## config.mk

```make
export PLATFORM = sky130hd
export DESIGN_NAME = adc_frame_sequencer_flat
export DESIGN_NICKNAME = d
export VERILOG_FILES = /design/src/rtl/adc_frame_sequencer_if.sv /design/src/rtl/adc_frame_sequencer.sv /design/src/flat_wrapper.sv
export SDC_FILE = /design/constraint.sdc
export NUM_CORES = 1
export LEC_CHECK = 0
export CORE_MARGIN = 2
export CORE_UTILIZATION = 47
export CTS_CLUSTER_SIZE = 10
export DETAILED_ROUTE_END_ITERATION = 8
export PLACE_DENSITY = 0.79
export SYNTH_ARGS = -nofsm -noshare
export SYNTH_HDL_FRONTEND = slang
export SYNTH_SLANG_ARGS = --single-unit
```

## constraint.sdc

```tcl
create_clock -name CLK_20M -period 3.3 [get_ports CLK_20M]
set_input_delay 0.495 -clock CLK_20M [delete_from_list [all_inputs] [get_ports CLK_20M]]
set_output_delay 0.495 -clock CLK_20M [all_outputs]
set_load 0.02 [all_outputs]
```

## src/rtl/adc_frame_sequencer_if.sv

```systemverilog
// Valid/ready stream carrying one frame: a header word, then the enabled channel words.
interface adc_frame_sequencer_if #(
    parameter int unsigned DW = 16
);
    logic [DW-1:0] OUT_DATA;
    logic          OUT_VALID;
    logic          OUT_READY;
    logic          OUT_LAST;

    modport master (output OUT_DATA, output OUT_VALID, output OUT_LAST, input OUT_READY);
    modport slave  (input OUT_DATA, input OUT_VALID, input OUT_LAST, output OUT_READY);
endinterface

```

## src/rtl/adc_frame_sequencer.sv

```systemverilog
// Snapshots the 16 ADC channel words on each sample strobe and serialises them as
// header + enabled channels onto one stream, for a programmed number of frames.
module adc_frame_sequencer #(
    parameter int unsigned   NUM_CH = 16,
    parameter int unsigned   DW     = 16,
    parameter logic [DW-1:0] HEADER = 16'hA5A5
) (
    input  logic                 CLK_20M,
    input  logic                 RESET_n,
    input  logic                 START,
    input  logic                 STOP,
    input  logic [15:0]          FRAME_NUM,
    input  logic [NUM_CH-1:0]    CH_EN,
    input  logic                 SAMPLE_STB,
    input  logic [NUM_CH*DW-1:0] DATA_IN,
    adc_frame_sequencer_if.master out_if,
    output logic                 BUSY,
    output logic                 OVERRUN,
    output logic [15:0]          FRAME_CNT
);
    localparam int unsigned PW = (NUM_CH > 1) ? $clog2(NUM_CH) : 1;
    localparam int unsigned SW = PW + 1;
    localparam int unsigned CW = 16;

    typedef enum logic [1:0] {S_IDLE, S_WAIT_STB, S_HEADER, S_CHAN} state_e;

    state_e                    state_q, state_d;
    logic [NUM_CH-1:0][DW-1:0] snap_q, snap_d;
    logic [NUM_CH-1:0]         mask_q, mask_d;
    logic [PW-1:0]             ptr_q, ptr_d;
    logic [CW-1:0]             frame_num_q, frame_num_d;
    logic [CW-1:0]             frame_cnt_q, frame_cnt_d;
    logic                      stop_q, stop_d;
    logic                      overrun_q, overrun_d;
    logic                      busy_q, busy_d;
    logic [DW-1:0]             out_data_q, out_data_d;
    logic                      out_valid_q, out_valid_d;
    logic                      out_last_q, out_last_d;

    logic                      xfer;
    logic [SW-1:0]             search_base;
    logic [PW-1:0]             nxt_idx;
    logic [PW-1:0]             hi_idx;
    logic [CW-1:0]             cnt_inc;

    assign xfer    = out_valid_q && out_if.OUT_READY;
    assign cnt_inc = (frame_cnt_q == '1) ? frame_cnt_q : frame_cnt_q + CW'(1);

    // Priority search: next enabled channel above the current pointer, and the highest enabled one.
    always_comb begin
        search_base = (state_q == S_HEADER) ? '0 : SW'(ptr_q) + SW'(1);
        nxt_idx     = '0;
        hi_idx      = '0;
        for (int i = NUM_CH - 1; i >= 0; i--) begin
            if (mask_q[i] && (SW'(i) >= search_base)) nxt_idx = PW'(i);
        end
        for (int i = 0; i < NUM_CH; i++) begin
            if (mask_q[i]) hi_idx = PW'(i);
        end
    end

    always_comb begin
        state_d     = state_q;
        snap_d      = snap_q;
        mask_d      = mask_q;
        ptr_d       = ptr_q;
        frame_num_d = frame_num_q;
        frame_cnt_d = frame_cnt_q;
        stop_d      = stop_q;
        overrun_d   = overrun_q;
        out_data_d  = out_data_q;
        out_valid_d = out_valid_q;
        out_last_d  = out_last_q;

        unique case (state_q)
            S_IDLE: begin
                if (START && (FRAME_NUM != '0)) begin
                    frame_num_d = FRAME_NUM;
                    mask_d      = CH_EN;
                    frame_cnt_d = '0;
                    overrun_d   = 1'b0;
                    stop_d      = 1'b0;
                    state_d     = S_WAIT_STB;
                end
            end
            S_WAIT_STB: begin
                // A strobe beats a simultaneous STOP; the STOP then ends the run after this frame.
                if (SAMPLE_STB) begin
                    snap_d      = DATA_IN;
                    stop_d      = STOP;
                    out_valid_d = 1'b1;
                    out_data_d  = HEADER;
                    out_last_d  = (mask_q == '0);
                    state_d     = S_HEADER;
                end else if (STOP) begin
                    state_d = S_IDLE;
                end
            end
            S_HEADER, S_CHAN: begin
                if (SAMPLE_STB) overrun_d = 1'b1;
                if (STOP)       stop_d    = 1'b1;
                if (xfer) begin
                    if (out_last_q) begin
                        frame_cnt_d = cnt_inc;
                        out_valid_d = 1'b0;
                        out_last_d  = 1'b0;
                        stop_d      = 1'b0;
                        state_d     = ((cnt_inc == frame_num_q) || stop_q || STOP) ? S_IDLE : S_WAIT_STB;
                    end else begin
                        ptr_d      = nxt_idx;
                        out_data_d = snap_q[nxt_idx];
                        out_last_d = (nxt_idx == hi_idx);
                        state_d    = S_CHAN;
                    end
                end
            end
            default: state_d = S_IDLE;
        endcase

        busy_d = (state_d != S_IDLE);
    end

    always_ff @(posedge CLK_20M or negedge RESET_n) begin
        if (!RESET_n) begin
            state_q     <= S_IDLE;
            snap_q      <= '0;
            mask_q      <= '0;
            ptr_q       <= '0;
            frame_num_q <= '0;
            frame_cnt_q <= '0;
            stop_q      <= 1'b0;
            overrun_q   <= 1'b0;
            busy_q      <= 1'b0;
            out_data_q  <= '0;
            out_valid_q <= 1'b0;
            out_last_q  <= 1'b0;
        end else begin
            state_q     <= state_d;
            snap_q      <= snap_d;
            mask_q      <= mask_d;
            ptr_q       <= ptr_d;
            frame_num_q <= frame_num_d;
            frame_cnt_q <= frame_cnt_d;
            stop_q      <= stop_d;
            overrun_q   <= overrun_d;
            busy_q      <= busy_d;
            out_data_q  <= out_data_d;
            out_valid_q <= out_valid_d;
            out_last_q  <= out_last_d;
        end
    end

    assign out_if.OUT_DATA  = out_data_q;
    assign out_if.OUT_VALID = out_valid_q;
    assign out_if.OUT_LAST  = out_last_q;
    assign BUSY             = busy_q;
    assign OVERRUN          = overrun_q;
    assign FRAME_CNT        = frame_cnt_q;

endmodule

```

## src/flat_wrapper.sv

```systemverilog
// flat-port wrapper written by rule: the top's interface ports become plain ports
module adc_frame_sequencer_flat 
#(
    parameter int unsigned   NUM_CH = 16,
    parameter int unsigned   DW     = 16,
    parameter logic [DW-1:0] HEADER = 16'hA5A5
)
  (CLK_20M, RESET_n, START, STOP, FRAME_NUM, CH_EN, SAMPLE_STB, DATA_IN, BUSY, OVERRUN, FRAME_CNT, out_if_OUT_DATA, out_if_OUT_VALID, out_if_OUT_LAST, out_if_OUT_READY);
  adc_frame_sequencer_if #(.DW(DW)) out_if_i ();
  input  logic CLK_20M;
  input  logic RESET_n;
  input  logic START;
  input  logic STOP;
  input  logic [15:0] FRAME_NUM;
  input  logic [NUM_CH-1:0] CH_EN;
  input  logic SAMPLE_STB;
  input  logic [NUM_CH*DW-1:0] DATA_IN;
  output logic BUSY;
  output logic OVERRUN;
  output logic [15:0] FRAME_CNT;
  output wire logic [$bits(out_if_i.OUT_DATA)-1:0] out_if_OUT_DATA;
  output wire logic [$bits(out_if_i.OUT_VALID)-1:0] out_if_OUT_VALID;
  output wire logic [$bits(out_if_i.OUT_LAST)-1:0] out_if_OUT_LAST;
  input wire logic [$bits(out_if_i.OUT_READY)-1:0] out_if_OUT_READY;
  assign out_if_OUT_DATA = out_if_i.OUT_DATA;
  assign out_if_OUT_VALID = out_if_i.OUT_VALID;
  assign out_if_OUT_LAST = out_if_i.OUT_LAST;
  assign out_if_i.OUT_READY = out_if_OUT_READY;
  adc_frame_sequencer #(.NUM_CH(NUM_CH), .DW(DW), .HEADER(HEADER)) u_core (.CLK_20M(CLK_20M), .RESET_n(RESET_n), .START(START), .STOP(STOP), .FRAME_NUM(FRAME_NUM), .CH_EN(CH_EN), .SAMPLE_STB(SAMPLE_STB), .DATA_IN(DATA_IN), .out_if(out_if_i), .BUSY(BUSY), .OVERRUN(OVERRUN), .FRAME_CNT(FRAME_CNT));
endmodule
```

**Supply network**

Pins as bars on the die edge.
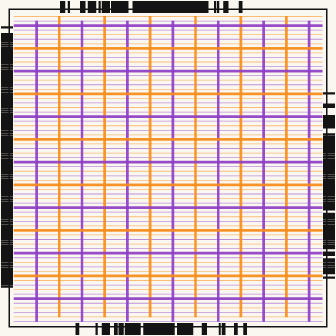
legend:
  orange:
    net: VDD
  purple:
    net: VSS
signal pins: 330
met4 straps: 13
rows: 67

**Cells coloured by class**

The bar under the picture is 50 um long.
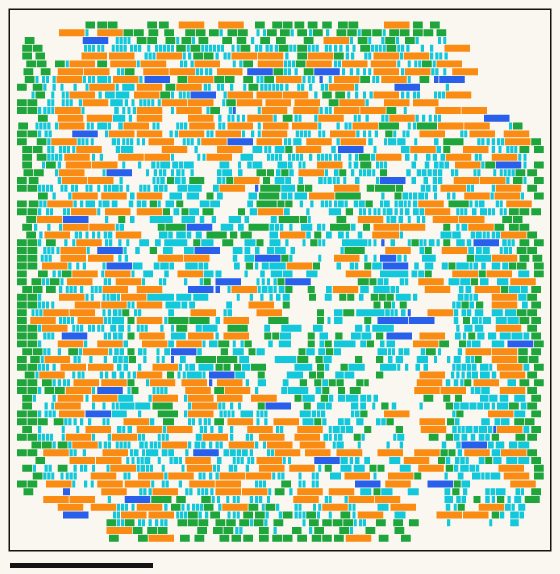
legend:
  cyan:
    class: remaining logic cells
    cells: 1515
    share_of_their_area: 35%
  orange:
    class: registers
    cells: 331
    share_of_their_area: 37%
  green:
    class: remaining buffers and delay cells
    cells: 517
    share_of_their_area: 23%
  blue:
    class: clock drivers and dummy loads
    cells: 54
    share_of_their_area: 5.0%

==> flow_metrics.env <==
# physical design summary
export IMPL_status="finished, violations left"
export IMPL_violations="hold timing"
export IMPL_path_common_cell="buf_6"
export IMPL_seqPwrFrac_pct=29.0
export IMPL_finalClockPeriodUsage_pct=99.6
export IMPL_crit_chain="ha_4 -> xnor2_4 -> buf_6 -> or4_4 -> a32o_2 -> a21oi_4 -> and2_4 -> or2_4 -> buf_4 -> buf_6 -> mux2i_2 -> o22ai_2 -> nor4_2 -> a21oi_1"
export IMPL_n_all_buffers=517
export IMPL_fin_hold_ws_ps=-5.94
export IMPL_postLayoutCoreUtil_pct=67.8
export IMPL_first_global_vias=15800
export IMPL_dp_hpwl_um=44300
export IMPL_critPathCapture="u_core.out_if.OUT_DATA[5]$_DFFE_PN0P_"
export IMPL_fa_ha_area_share_pct=0.156
export IMPL_vias=16100
export IMPL_synth_top_area_share_pct=51.6
export IMPL_dp_cells=2785
export IMPL_postLayoutSetupSlackWorst_ps=12.5
export IMPL_synth_edff_count=0
export IMPL_avgSynthCellArea_sq_um=8.19
export IMPL_comb_power_share_pct=55.8
export IMPL_crit_cells=14
export IMPL_clk_power_mw=3.91
export IMPL_track_usage_pct=32.7
export IMPL_yosys_stat_cells=1960
export IMPL_synth_nets=2256
export IMPL_power_mw=25.8
export IMPL_swShare_pct=42.5
export IMPL_wl_met3_um=4420
export IMPL_p_seq_mw=7.48
export IMPL_drc=0
export IMPL_use_met1_pct=42.7
export IMPL_synthTopCellsByArea="dfrtp_1 (52%), nand2_1 (22%), a21oi_1 (2.9%), mux2i_1 (2.4%), o21ai_0 (2.2%)"
export IMPL_critical_path_top_delay_family="simple AND/OR/NAND/NOR gates"
export IMPL_n_antenna_cell=0
export IMPL_top_layer="met4"
export IMPL_yosys_cell_count_top_type="nand2_1"
export IMPL_powerDensity_nw_per_um2=1130
export IMPL_final_layout_size_suffix_gt1_share_pct=14.6
export IMPL_taps=448
export IMPL_grt_start_max_net_pins=134
export IMPL_hold_viol_final=11
export IMPL_timing_rr_start="u_core.ptr_q[0]$_DFFE_PN0P_"
export IMPL_leakagePower_nw=10.7
export IMPL_fp_dieH_um=189
export IMPL_ys_types=67
export IMPL_netlist_instances=1960
export IMPL_hold_buffers=0
export IMPL_slew_headroom_pct=24.0
export IMPL_logic_area_sq_um=7730
export IMPL_hold_class="in2async"
export IMPL_period_needed_ps=3290
export IMPL_cpPeakStageDelay_ps=440
export IMPL_fp_row_count=67
export IMPL_internal_power_mw=14.8
export IMPL_finalSetupViolations=0
export IMPL_ys_warn_count=0
export IMPL_post_cts_setup_buffers=5
export IMPL_grt_busiest_layer="met2"
export IMPL_xor_area_share_pct=1.41
export IMPL_cts_resized=25
export IMPL_firstDrtPassIters=5
export IMPL_yosysChipArea_sq_um=16100
export IMPL_postSynthSeqShare_pct=51.6
export IMPL_ios=330
export IMPL_fmax_mhz=304
export IMPL_startpoint="u_core.ptr_q[0]$_DFFE_PN0P_"
export IMPL_chip_area_sq_um=35700
export IMPL_worst_r2r_cell_count=14
export IMPL_crit_required_ps=3710
export IMPL_flop_area_sq_um=8280
export IMPL_sh_seq_area_pct=36.3
export IMPL_clkPwrFrac_pct=15.2
export IMPL_buf_share_pct=22.2
export IMPL_synth_flops=331
export IMPL_grt_util_met2_pct=55.1
export IMPL_synthArstFlopShare_pct=100
export IMPL_postPlaceCellArea_sq_um=20900
export IMPL_worstMarginPinSlew_ps=1140
export IMPL_ctsRootBufferMaster="clkbuf_16"
export IMPL_grt_pass1_wl_um=89500
export IMPL_clk_latency_ps=550
export IMPL_ys_sh_simple_pct=28.2
export IMPL_largest_register="u_core.snap_q"
export IMPL_comb_area_share_pct=33.9
export IMPL_cts_buffers=40
export IMPL_critPathBufInv=3
export IMPL_area_growth_synth_to_final_pct=42.0
export IMPL_stdcell_count=2865
export IMPL_comb_cell_power_mw=14.4
export IMPL_final_cell_mix="nand2_1 (944), dfrtp_1 (330), clkdlybuf4s50_1 (328)"
export IMPL_switchingPower_mw=11.0
export IMPL_gp_congestion=0.995
export IMPL_critPathMaxFanout=4
export IMPL_ys_top_logic_family="simple AND/OR/NAND/NOR gates"
export IMPL_fill_cells=2647
export IMPL_top_power_group="combinational cells"
**Clock network drawn from the DEF**

The bar under the picture is 50 um long.
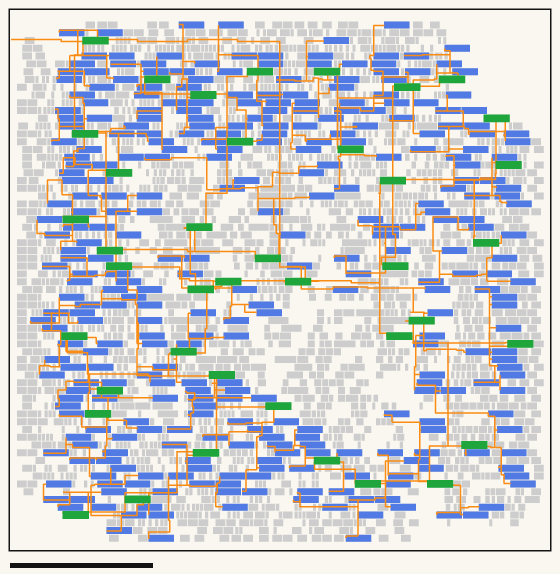
legend:
  blue:
    item: flip-flops
    count: 331
  orange:
    item: clock wires
    length: 4220 um
  green:
    item: clock-net drivers
    count: 40
flops lie: widely spread

